==> config.mk <==
export PLATFORM = sky130hd
export DESIGN_NAME = dcqcn_cnp_generator
export DESIGN_NICKNAME = d
export VERILOG_FILES = /design/src/rtl/dcqcn_cnp_generator_pkg.sv /design/src/rtl/dcqcn_cnp_generator_cnp_fifo.sv /design/src/rtl/dcqcn_cnp_generator.sv
export SDC_FILE = /design/constraint.sdc
export NUM_CORES = 1
export LEC_CHECK = 0
export ABC_AREA = 1
export CELL_PAD_IN_SITES_DETAIL_PLACEMENT = 1
export CELL_PAD_IN_SITES_GLOBAL_PLACEMENT = 2
export CORE_AREA = 2 2 222 224
export DETAILED_ROUTE_END_ITERATION = 7
export DIE_AREA = 0 0 224 226
export PLACE_DENSITY = 0.82
export SLEW_MARGIN = 20
export SYNTH_ARGS = -nofsm -noshare
export SYNTH_HDL_FRONTEND = slang
export SYNTH_HIERARCHICAL = 1
export SYNTH_SLANG_ARGS = --single-unit
==> constraint.sdc <==
create_clock -name clk -period 7.7 [get_ports clk]
set_input_delay 1.925 -clock clk [delete_from_list [all_inputs] [get_ports clk]]
set_output_delay 1.925 -clock clk [all_outputs]
set_load 0.02 [all_outputs]
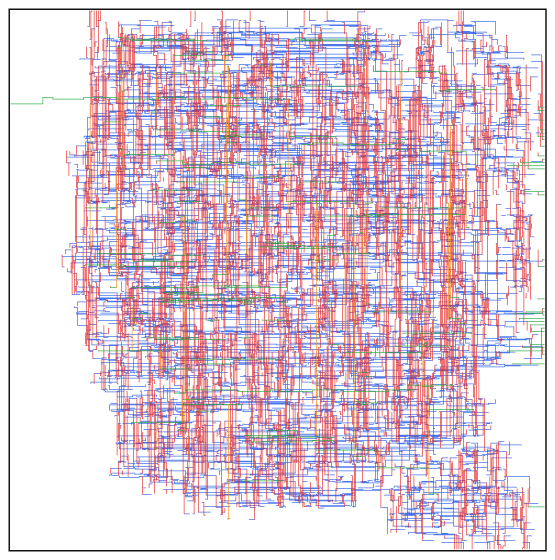
*Signal wires by layer*
Key: red = metal 2 [wire length 29.0 mm]; blue = metal 1 [wire length 26.3 mm]; orange = metal 4 [wire length 1660 um]; green = metal 3 [wire length 2320 um]
overall track demand over capacity in global routing: 23.8%
average wire per standard cell: 21.3 um

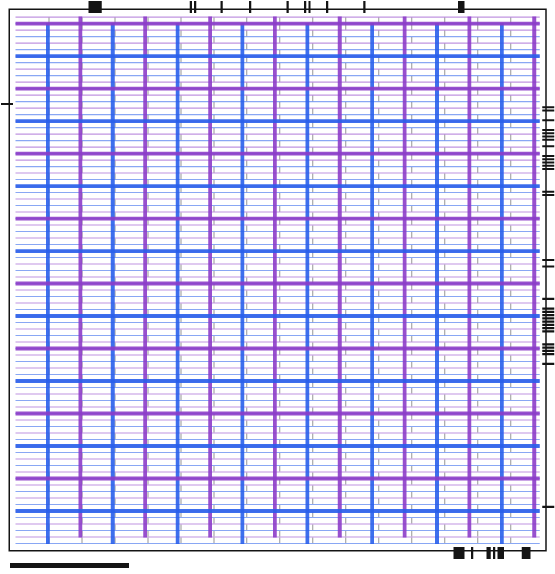
*Supply network*
The bar under the picture is 50 um long. Pins as bars on the die edge. Tap cells in gray.
Key: purple = VDD; blue = VSS
67 signal pins sit on the boundary. 82 met1 rails follow the rows. 16 straps on met5. The core has 81 rows.
maximum vdd ir drop: 0.138 mV
height of the chip: 226 um
horizontal die dimension: 224 um
core region area: 48300 um^2

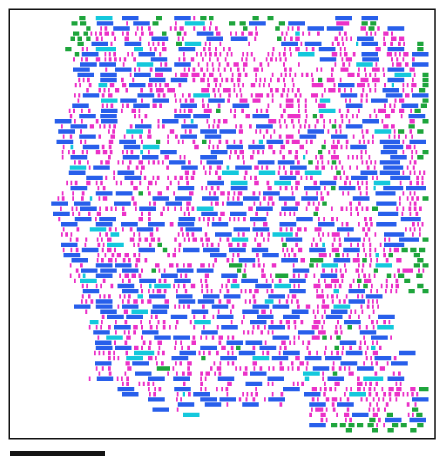
*Placement by cell class*
The bar under the picture is 50 um long.
Key: magenta = combinational and other logic [cells 1637, share of their area 42%]; blue = sequential cells [cells 327, share of their area 45%]; cyan = clock drivers and dummy loads [cells 70, share of their area 7.1%]; green = remaining buffers and delay cells [cells 118, share of their area 6.0%]
fin util: 40.0%
Seq area share: 42.7%
number of rows created at floorplan: 81
final design area excluding fillers: 19300 um^2

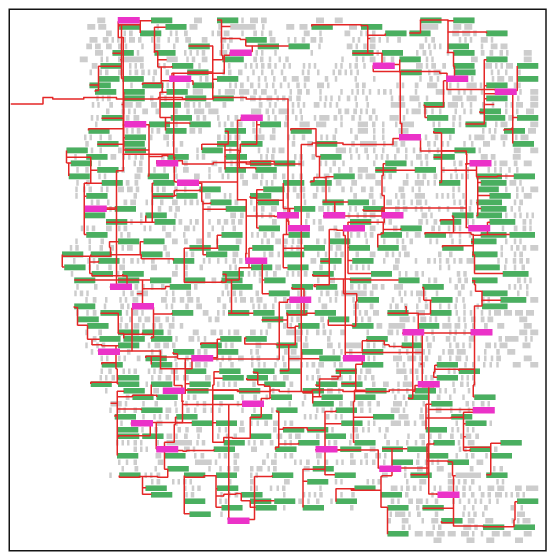
*Clock network drawn from the DEF*
Key: magenta = clock drivers [count 38]; green = flip-flops [count 327]; red = clock wires [length 4890 um]
Position of the flops: widely spread.
Fin Clk Skew: 0.0349 ns
clock network power consumption: 1.92 mW
clock network fraction of total power: 35.0%

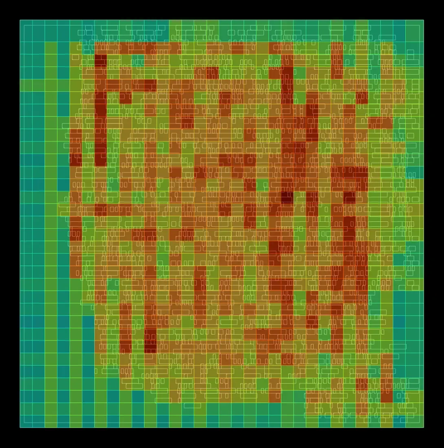
*Congestion heat map*
GRT busiest layer: met2
met3 Track Usage GR: 3.54%
met1 routing resource usage after global routing: 30.9%
global routing usage on met2: 41.3%

==> summary.txt <==
Implementation summary

The flow ran to the end, and the final reports show no timing, DRC or antenna violations. Internal power comes to 3.68 mW. The synthesized netlist net count is 2145.

The required time at the worst endpoint is listed as 8.14 ns. The residual DRC count is 0. Across the placement rows, the number of tap cells is 622. The number of cells upsized or downsized after cts is 0. In this run the register-to-register setup slack is 2.92 ns. The post-layout net count is 2177. CTS placed an instance of clkbuf_16 at the clock tree root. In the final layout, the multi-input gates occupy 7290 um^2.

The via count of the first global-routing pass is 15.9k. Of the total standard cell area in the layout, the multi-input combinational portion is 37.7%. The classification of the worst-slack hold path is flop to flop. After filler insertion, the fill cell instance count of the layout stands at 5814.

After layout the clock buffers and inverters come to 6.79% of cell area. The TritonCTS buffer count is 38. The overall die size recorded for this design is 50600 um^2. Counting instances in the post-synthesis netlist gives the leading cell types as nand2_1 (709), dfrtp_1 (311), nand3_1 (294), inv_1 (147), a22oi_1 (120). In the final layout, excluding clock buffers the buffer count is 118. After its last routability iteration, the placer logged a weighted congestion of 0.893. The average cell area after synthesis is 7.99 um^2.

The total wirelength of the detailed-routed design is 59200 um. The unique cell type count in the Yosys netlist is 39. STA classifies the critical path startpoint as an input port. The cell with the biggest individual delay on the critical path is nor4_1.

Counting flops with a built-in enable in the synthesized netlist gives 16. The number of buffer cells added on primary ports is 66. In the log, the iteration count for the first detailed-route pass is 5. The summed standard-cell area reported by yosys is 16700 um^2. Counting I/O delays and the setup requirement, the final critical path takes 7.00 ns. The register bit total from synthesis is 327. In the floorplan report the effective utilization is 34.5%. Per the placement report, the placed cell count is 2704. The total power divided by cell area is 284 nW/um^2. Setup repair after global routing left no endpoint under its margin. In the final layout, the share of cells above drive strength 1 is 7.25%. For this design, the CTS-stage hold fixing added 0 buffers. The total overflow reported by the global router is 0. The number of cells reported by Yosys stat comes to 2090.

The number of inserted diodes is 0. Of the total power, registers draw 41.4%. The biggest area consumer among synthesized cells is dfrtp_1. In the final report, the number of hold violations comes to 0. The switching power summed over all nets is 1.82 mW. The report shows a maximum critical-path fanout of 31. The switching power share of the total is 33.1%. The arrival time reported for the critical path endpoint is 7.45 ns. For this run the top cell type by instance count after synthesis was nand2_1. The layout report lists the combined flip-flop and latch area as 8260 um^2. The clock passes through at most 3 buffers. The post-route clock period utilization is 91.0%. The final report lists the setup-violating endpoint count as 0. The script logs the ratio of routed vias to standard cells as 5.42. The actual transition at the worst max-transition pin is 1.01 ns. The cell area after placement is 18000 um^2. Synthesis produced 2090 cells. The proportion of power drawn by combinational gates is 23.6%.

The register with the most flip-flops in the layout has 272 of them. The clock sink count is 327. OpenROAD emitted warnings numbering 33.

Counting the inverters off the clock network in the layout gives 158. The post-route total power is 5.50 mW. The maximum cell stage delay along the critical path is 0.75 ns. The total number of vias is 15.0k. The number of antenna violations at the first check in global routing is 0.

The CTS tree is done. Per the post-CTS timing run, clock transition at the registers of the reported paths is 0.06 ns. The fraction of synthesis flops using an asynchronous set or reset pin is 95.1%. The area of the mapped netlist is 16700 um^2. The violation tally recorded at the end of detailed-routing iteration 0 is 1160. The placed wire-length estimate is 40800 um. In the post-route analysis, the smallest setup slack over all paths is 0.695 ns.

Of all the cell area in the finished design, non-clock buffers hold 5.72%. The placement-stage worst setup slack is 0.116 ns. The cell depth of the worst min-delay path is 1. The worst relative slew slack is 32.6%. The maximum number of pins on one net before global-route repair is 171. The timing report shows the most common cell along the critical path to be nand2_1. The kind of end point of the critical path is a flop. Pins over their slew limit in the final report were tallied at 0. Among all cell classes, the greatest summed area belongs to flip-flops and latches. The count of multi-input combinational gates is 1479. Pin placement for this block handled 67 I/O pins. The post-layout instance count excluding filler cells is 2774. The worst reg-to-reg path cell count is 22.

The proportion of netlist area held by the largest area contributor is 46.6%.
layout by cell type (no fill, tap or decap), drive strengths merged:
cell,Yosys,layout
buf,70,53
nand3b,2,2
fa,2,2
a41oi,1,1
a21boi,1,1
nor3,22,22
bufinv,0,5
and2,1,1
clkinv,5,14
a31oi,1,1
nand3,296,296
edfxtp,16,16
dfrtp,311,311
xnor2,10,10
inv,153,157
nor4,16,16
a21oi,98,98
nand4,22,22
nor2,100,100
a22oi,120,120
clkdlybuf4s50,0,65
xor2,25,25
nand2,712,712
o22ai,1,1
o21bai,3,3
clkbuf,56,48
ha,23,23
clkinvlp,0,4
or4,1,1
o21ai,22,22
layer usage:
layer / global-route usage (%) / vias up / wire (um)
met5: 0 / - / 0
met4: 6.77 / 0 / 1660
met2: 41.3 / 318 / 29000
li1: - / 6943 / -
met3: 3.54 / 98 / 2320
met1: 30.9 / 7663 / 26300
critical path: cells and delay by family:
family | cells | cell delay, ns
adder cells (fa/ha/maj) | 3 | 1.01
AND/OR/NAND/NOR | 14 | 2.24
AND-OR/OR-AND | 4 | 0.88
buffers and inverters | 6 | 1.34
power by group through the flow:
stage | Clock (mW) | Sequential, mW | Combinational (mW)
floorplan | 0 | 2.30 | 0.774
global placement | 0 | 2.30 | 1.26
detailed placement | 0 | 2.31 | 1.30
CTS | 1.96 | 2.28 | 1.31
global route | 2.02 | 2.32 | 1.46
finish | 1.92 | 2.28 | 1.30
cell families (layout without fill, tap and decap cells):
group	after synthesis	in the layout	share of synthesized area, %
AOI/OAI and AO/OA	247	247	9.30
xor gates and xnor gates	35	35	1.84
adders and majority gates	25	25	1.96
buffers and inverters	284	346	7.04
DFF	327	327	49.5
and+or+nand+nor	1172	1172	30.4
Power is estimated from default activity; no workload was simulated.
